run_1/floorplan.png
Bar = 50 µm. Pins as bars on the die edge.
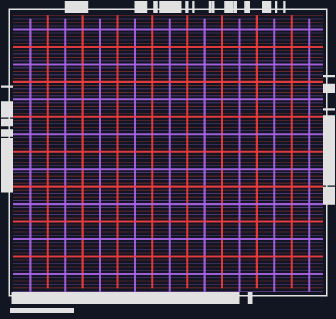
run_1/class_map.png
Fill, decap, tap and diode cells in gray.
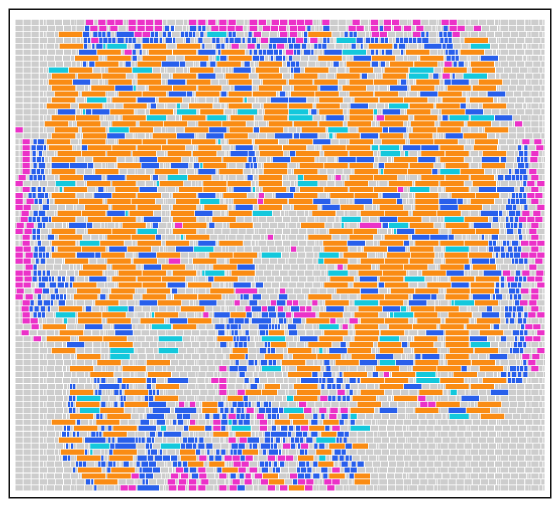
run_1/clock_wires.png
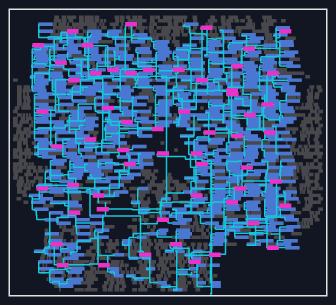
**src/rtl/y86_pkg.sv**
```systemverilog
// Shared Y86-64 encodings and the 2-bit branch counter helpers used by
// the fetch-stage next-PC predictor.
package y86_pkg;

  localparam logic [3:0] I_HALT   = 4'h0;
  localparam logic [3:0] I_NOP    = 4'h1;
  localparam logic [3:0] I_RRMOVQ = 4'h2;
  localparam logic [3:0] I_IRMOVQ = 4'h3;
  localparam logic [3:0] I_RMMOVQ = 4'h4;
  localparam logic [3:0] I_MRMOVQ = 4'h5;
  localparam logic [3:0] I_OPQ    = 4'h6;
  localparam logic [3:0] I_JXX    = 4'h7;
  localparam logic [3:0] I_CALL   = 4'h8;
  localparam logic [3:0] I_RET    = 4'h9;
  localparam logic [3:0] I_PUSHQ  = 4'hA;
  localparam logic [3:0] I_POPQ   = 4'hB;

  localparam logic [3:0] J_YES    = 4'h0;
  localparam logic [3:0] J_LAST   = 4'h6;

  typedef enum logic [1:0] {
    BHT_STRONG_NT = 2'b00,
    BHT_WEAK_NT   = 2'b01,
    BHT_WEAK_T    = 2'b10,
    BHT_STRONG_T  = 2'b11
  } bht_state_e;

  localparam logic [1:0] BHT_INIT = 2'b10;

  function automatic logic [1:0] bht_next(input logic [1:0] cur, input logic taken);
    logic [1:0] nxt;
    nxt = cur;
    if (taken && cur != BHT_STRONG_T)
      nxt = cur + 2'd1;
    else if (!taken && cur != BHT_STRONG_NT)
      nxt = cur - 2'd1;
    return nxt;
  endfunction

  function automatic logic bht_predicts_taken(input logic [1:0] cur);
    return cur[1];
  endfunction

endpackage

```
**src/rtl/ras_stack.sv**
```systemverilog
// Circular return-address stack: push overwrites the oldest entry when full,
// flush empties it without clearing the storage.
module ras_stack #(
  parameter int RAS_DEPTH = 8,
  parameter int ADDR_W    = 64
) (
  input  logic              clk,
  input  logic              rst_n,
  input  logic              push,
  input  logic              pop,
  input  logic              flush,
  input  logic [ADDR_W-1:0] din,
  output logic [ADDR_W-1:0] top,
  output logic              empty
);

  localparam int PTR_W = $clog2(RAS_DEPTH);
  localparam int CNT_W = PTR_W + 1;

  logic [ADDR_W-1:0] mem [RAS_DEPTH];
  logic [PTR_W-1:0]  ptr;
  logic [CNT_W-1:0]  count;

  assign empty = (count == '0);
  // ptr points at the next free slot; the wrap of ptr-1 is the modulo.
  assign top   = mem[ptr - 1'b1];

  always_ff @(posedge clk) begin
    if (!rst_n) begin
      ptr   <= '0;
      count <= '0;
    end else if (flush) begin
      ptr   <= '0;
      count <= '0;
    end else if (push) begin
      ptr <= ptr + 1'b1;
      if (count != CNT_W'(RAS_DEPTH))
        count <= count + 1'b1;
    end else if (pop && !empty) begin
      ptr   <= ptr - 1'b1;
      count <= count - 1'b1;
    end
  end

  always_ff @(posedge clk) begin
    if (rst_n && !flush && push)
      mem[ptr] <= din;
  end

endmodule

```
**src/rtl/branch_pc_predict.sv**
```systemverilog
// Y86-64 fetch-stage next-PC predictor: bimodal BHT for jXX, return stack
// for call/ret, and a saturating misprediction counter.
module branch_pc_predict
  import y86_pkg::*;
#(
  parameter int ADDR_W      = 64,
  parameter int BHT_ENTRIES = 16,
  parameter int RAS_DEPTH   = 8,
  parameter int PRED_MODE   = 1
) (
  input  logic              clk,
  input  logic              rst_n,
  input  logic              f_valid,
  input  logic [3:0]        f_icode,
  input  logic [3:0]        f_ifun,
  input  logic [ADDR_W-1:0] f_pc,
  input  logic [ADDR_W-1:0] f_valC,
  input  logic [ADDR_W-1:0] f_valP,
  output logic [ADDR_W-1:0] predPC,
  output logic              pred_taken,
  output logic              ras_empty_ret,
  input  logic              e_valid,
  input  logic [3:0]        e_icode,
  input  logic [3:0]        e_ifun,
  input  logic [ADDR_W-1:0] e_pc,
  input  logic              e_taken,
  input  logic              e_mispredict,
  input  logic              ras_flush,
  output logic [31:0]       mispred_cnt
);

  localparam int IDX_W = $clog2(BHT_ENTRIES);

  logic [1:0]        bht [BHT_ENTRIES];
  logic [IDX_W-1:0]  f_idx;
  logic [IDX_W-1:0]  e_idx;
  logic              bht_upd;
  logic              ras_push;
  logic              ras_pop;
  logic [ADDR_W-1:0] ras_top;
  logic              ras_empty;
  logic              cond_taken;
  logic              unused_pc_hi;

  // Y86 instructions are byte-aligned, so the index starts at bit 0.
  assign f_idx        = f_pc[IDX_W-1:0];
  assign e_idx        = e_pc[IDX_W-1:0];
  assign unused_pc_hi = ^{f_pc[ADDR_W-1:IDX_W], e_pc[ADDR_W-1:IDX_W]};

  assign cond_taken = (PRED_MODE == 0) || bht_predicts_taken(bht[f_idx]);
  assign bht_upd    = e_valid && (e_icode == I_JXX) && (e_ifun != J_YES);
  assign ras_push   = f_valid && (f_icode == I_CALL);
  assign ras_pop    = f_valid && (f_icode == I_RET);

  ras_stack #(
    .RAS_DEPTH (RAS_DEPTH),
    .ADDR_W    (ADDR_W)
  ) u_ras (
    .clk   (clk),
    .rst_n (rst_n),
    .push  (ras_push),
    .pop   (ras_pop),
    .flush (ras_flush),
    .din   (f_valP),
    .top   (ras_top),
    .empty (ras_empty)
  );

  always_comb begin
    predPC        = f_valP;
    pred_taken    = 1'b0;
    ras_empty_ret = 1'b0;
    case (f_icode)
      I_JXX: begin
        if (f_ifun == J_YES) begin
          predPC     = f_valC;
          pred_taken = 1'b1;
        end else if (f_ifun <= J_LAST && cond_taken) begin
          predPC     = f_valC;
          pred_taken = 1'b1;
        end
      end
      I_CALL: predPC = f_valC;
      I_RET: begin
        if (!ras_empty)
          predPC = ras_top;
        else
          ras_empty_ret = 1'b1;
      end
      default: predPC = f_valP;
    endcase
  end

  always_ff @(posedge clk) begin
    if (!rst_n) begin
      for (int unsigned i = 0; i < BHT_ENTRIES; i++)
        bht[i] <= BHT_INIT;
    end else if (bht_upd) begin
      bht[e_idx] <= bht_next(bht[e_idx], e_taken);
    end
  end

  always_ff @(posedge clk) begin
    if (!rst_n)
      mispred_cnt <= '0;
    else if (e_valid && e_mispredict && mispred_cnt != '1)
      mispred_cnt <= mispred_cnt + 32'd1;
  end

endmodule

```
**config.mk**
```make
export PLATFORM = sky130hd
export DESIGN_NAME = branch_pc_predict
export DESIGN_NICKNAME = d
export VERILOG_FILES = /design/src/rtl/y86_pkg.sv /design/src/rtl/ras_stack.sv /design/src/rtl/branch_pc_predict.sv
export SDC_FILE = /design/constraint.sdc
export NUM_CORES = 1
export LEC_CHECK = 0
export CAP_MARGIN = 20
export CORE_ASPECT_RATIO = 0.9
export CORE_MARGIN = 2
export CORE_UTILIZATION = 48
export CTS_CLUSTER_DIAMETER = 150
export DETAILED_ROUTE_END_ITERATION = 10
export PLACE_DENSITY = 0.72
export SLEW_MARGIN = 30
export SYNTH_ARGS = -nofsm -noshare
export SYNTH_HDL_FRONTEND = slang
export SYNTH_SLANG_ARGS = --single-unit
```
**constraint.sdc**
```tcl
create_clock -name clk -period 18.15 [get_ports clk]
set_input_delay 5.445 -clock clk [delete_from_list [all_inputs] [get_ports clk]]
set_output_delay 5.445 -clock clk [all_outputs]
set_load 0.05 [all_outputs]
```
==> qor.txt, run 1 <==
Status = finished, final reports clean
GRT Total Usage = 0.2236
Fin crit share = 0.8204
Post-synth top area cell = edfxtp_1
# DRC = 0
Initial Util = 0.4880
Most numerous logic cell after layout = edfxtp_1
Antenna Cells = 1
Minimum clock period = 14.89 ns
Final hold violations = 0
Post-CTS sizing = 0
Multi-input gates = 889
Number of port buffers = 256
Required @ worst endpoint = 12.70 ns
Flop share of the area = 0.5575
Non-clk buf share = 0.09358
Num sequential = 583
Distinct lib cells used = 56
Share of cells above drive strength 1 = 0.1561
Crit path cell chain = clkdlybuf4s50_1 > nor3b_1 > and2_2 > buf_4 > a221oi_1 > nand2_1 > o22ai_1 > a21oi_1 > clkdlybuf4s50_1
Post-route core utilization = 0.5918
CP max FO = 43
CTS buffer count = 57
Count of warnings emitted by yosys = 0
Dominant class by area = registers
Async set-or-reset flop fraction in the synthesized netlist = 0
CP bufs+invs = 3
Nets at Floorplan = 1884
CP peak stage delay = 0.89 ns
Most flops, register = u_ras.mem
Worst setup path startpoint = f_icode[3]
## Picture notes: floorplan.png
purple -> VSS
red -> VDD
met4 straps = 17
met1 rails = 80
rows = 79

## Picture notes: class_map.png
magenta -> remaining buffers and delay cells  # cells 288, share of their area 9.6%
blue -> remaining logic cells  # cells 900, share of their area 26%
orange -> registers  # cells 583, share of their area 57%
cyan -> clock drivers and dummy loads  # cells 106, share of their area 6.7%

## Picture notes: clock_wires.png
blue -> flip-flops  # count 583
magenta -> clock-net drivers  # count 57
cyan -> clock wires  # length 6370 µm
routed clock nets = 58
clock skew: 0.03401 ns
Late-Pin Clk Latency: 0.63 ns
Clock Power: 1250 µW
Clock power frac: 0.419

## run 1: report_power, final
group | switching, µW | internal, µW | total, µW
registers | 1.31 | 1470 | 1470
logic | 164 | 93.3 | 257
clock network | 507 | 738 | 1250
## run 1: layer usage
layer  global-route usage  share of wire  routed length (µm)  up-vias
met5                    0        0.00021                  13        -
met3              0.03837          0.075                4635      125
li1                     -              -                   -     7024
met1               0.3112           0.42               25630     8101
met4              0.06471          0.022                1348        2
met2               0.3638           0.49               30120      741
## run 1: logic make-up after synthesis
| family | Yosys count | synth area share |
|---|---|---|
| xor+xnor | 32 | 0.01181 |
| compound gates | 414 | 0.1033 |
| simple gates | 287 | 0.05712 |
| mux | 148 | 0.1274 |
| fa+ha+maj | 8 | 0.004249 |
| buf+inv | 125 | 0.02016 |
| flops | 583 | 0.6760 |
## Run 2: what changed since run 1
--- a/config.mk
+++ b/config.mk
@@ -11,7 +11,7 @@
 export CORE_UTILIZATION = 48
 export CTS_CLUSTER_DIAMETER = 150
 export DETAILED_ROUTE_END_ITERATION = 10
-export PLACE_DENSITY = 0.72
+export PLACE_DENSITY = 0.75
 export SLEW_MARGIN = 30
 export SYNTH_ARGS = -nofsm -noshare
 export SYNTH_HDL_FRONTEND = slang
==> constraint.sdc (replaced) <==
create_clock -name clk -period 12.5 [get_ports clk]
set_input_delay 3.75 -clock clk [delete_from_list [all_inputs] [get_ports clk]]
set_output_delay 3.75 -clock clk [all_outputs]
set_load 0.05 [all_outputs]
run_2/class_map.png
Fill, decap, tap and diode cells in gray.
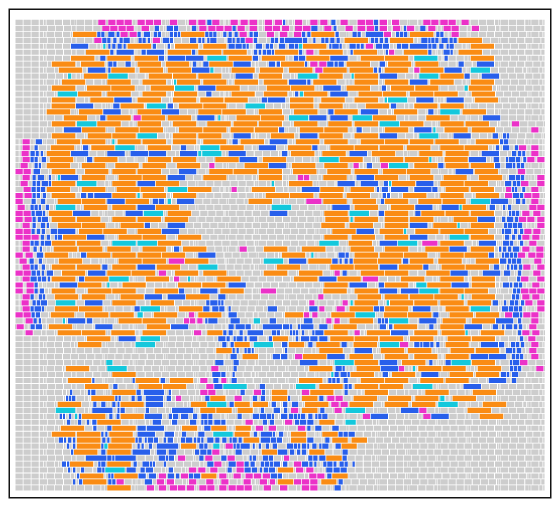
blue -> remaining logic cells  # cells 900, share of their area 27%
cyan -> clock drivers and dummy loads  # cells 102, share of their area 5.8%
magenta -> remaining buffers and delay cells  # cells 291, share of their area 9.8%
orange -> registers  # cells 583, share of their area 58%

==> qor.txt, run 2 <==
Clock power frac = 0.389
Hold Crit Depth = 2
Clock skew = 0.01529 ns
Required @ worst endpoint = 8.75 ns
Post-synth top area cell = edfxtp_1
Internal power = 3179 µW
Minimum clock period = 11.39 ns
GRT Total Usage = 0.2272
Status = finished, final reports clean
Switching share of power = 0.2272
# DRC = 0
CP bufs+invs = 3
Final tally of setup violations = 0
Most numerous logic cell after layout = edfxtp_1
Worst setup path startpoint = f_pc[3]
Nets at Floorplan = 1884
Distinct lib cells used = 56
XOR/XNOR Area Share = 0.01181
Number of port buffers = 256
Die height = 221.9 µm
Async set-or-reset flop fraction in the synthesized netlist = 0
CP peak stage delay = 0.84 ns
Post-CTS sizing = 0
Comb. pwr = 379 µW
Dominant comb cell = multiplexers
Synth mux share = 0.1274
Final hold violations = 0
Share of cells above drive strength 1 = 0.1514
Count of warnings emitted by yosys = 0
Post-route core utilization = 0.5871
Sequential power = 2140 µW
run_2/clock_nets.png
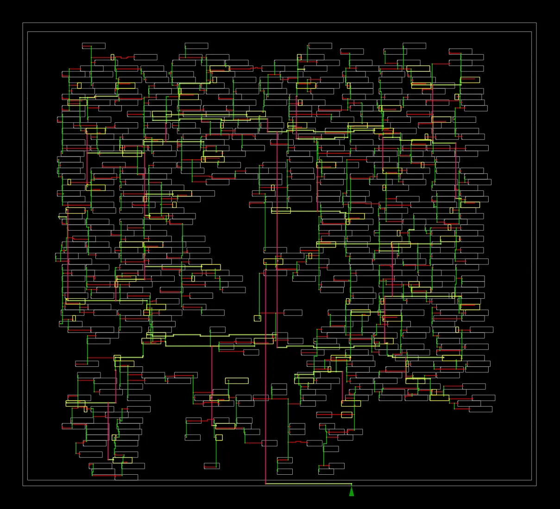
Late-Pin Clk Latency: 0.60 ns
CTS buffer count: 56
Clock Power: 1600 µW

## run 2: cell counts after synthesis
Identical to the previous run, type by type.
## run 2: per-layer routing
layer / vias to the layer above / part of all wire / GRT usage
li1: 7037 / - / -
met1: 8208 / 0.40 / 0.3155
met2: 951 / 0.49 / 0.3668
met3: 134 / 0.089 / 0.03946
met4: 2 / 0.024 / 0.07253
met5: - / 0.00021 / 0
## run 2: area by class of cell
class	count	share of cell area
Sequential cell	583	0.5619
Multi-Input combinational cell	889	0.2567
Timing Repair Buffer	291	0.09502
Clock buffer	75	0.04969
Tap cell	688	0.02825
Clock inverter	27	0.006940
Inverter	11	0.001355
Antenna cell	2	0.0001643
## Run 3: what changed since run 2
--- a/config.mk
+++ b/config.mk
@@ -11,7 +11,7 @@
 export CORE_UTILIZATION = 48
 export CTS_CLUSTER_DIAMETER = 150
 export DETAILED_ROUTE_END_ITERATION = 10
-export PLACE_DENSITY = 0.75
+export PLACE_DENSITY = 0.83
 export SLEW_MARGIN = 30
 export SYNTH_ARGS = -nofsm -noshare
 export SYNTH_HDL_FRONTEND = slang
run_3/layers.png
Bar = 50 µm. Two of the layers only.
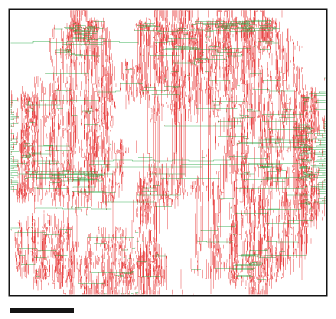
green -> M3  # wire length 4930 µm
red -> M2  # wire length 32.1 mm

==> qor.txt, run 3 <==
Status = finished, final reports clean
Clock network area share = 0.06104
XOR/XNOR Area Share = 0.01181
Comb. pwr = 381 µW
Late-Pin Clk Latency = 0.63 ns
CP peak stage delay = 0.82 ns
Share of cells above drive strength 1 = 0.1564
Final hold violations = 0
Initial Util = 0.4880
Logic inverters = 11
Internal power = 3267 µW
Dominant comb cell = multiplexers
Fin crit share = 0.9017
Adder Share, Synth = 0.004249
Combinational fraction of design power = 0.090
Num sequential = 583
Sequential power = 2140 µW
Seq pwr share = 0.504
Clock buffer count = 66
Die height = 221.9 µm
Distinct lib cells used = 56
Clock power frac = 0.406
Worst setup path startpoint = f_icode[0]
Clock skew = 0.01916 ns
Required @ worst endpoint = 8.75 ns
Multi-input gates = 889
Flop share of the area = 0.5579
Final tally of setup violations = 0
Tap Count = 688
CP bufs+invs = 3
Post-CTS sizing = 0
Async set-or-reset flop fraction in the synthesized netlist = 0
Nets at Floorplan = 1884
Psw = 968.8 µW
Combinational fraction of the cell area = 0.2543
run_3/clock_wires.png
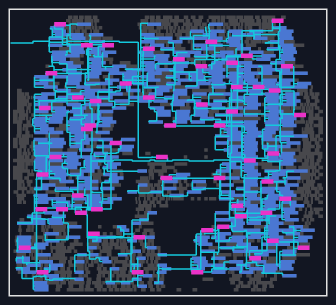
blue -> flip-flops  # count 583
cyan -> clock wires  # length 6360 µm
magenta -> clock-net drivers  # count 56
routed clock nets = 57

run 3: how the worst min path moves through the flow:
stage / startpoint / endpoint / slack, ns / cells past startpoint
detailed placement: mispred_cnt[1] / mispred_cnt[1] / 0.50 / 2
CTS: mispred_cnt[1] / mispred_cnt[1] / 0.51 / 2
global placement: mispred_cnt[1] / mispred_cnt[1] / 0.49 / 2
finish: mispred_cnt[1] / mispred_cnt[1] / 0.51 / 2
global route: mispred_cnt[1] / mispred_cnt[1] / 0.54 / 2
floorplan: u_ras.count[3] / u_ras.count[3] / 0.48 / 2
run 3: per-layer routing:
layer | track usage | wire [µm] | vias up
met2 | 0.3895 | 32060 | 856
li1 | - | - | 7040
met5 | 0 | 0 | -
met3 | 0.03728 | 4925 | 129
met4 | 0.07410 | 1535 | 0
met1 | 0.3088 | 25140 | 8289
Power figures rest on the tool's default switching activity, not on a simulated workload.
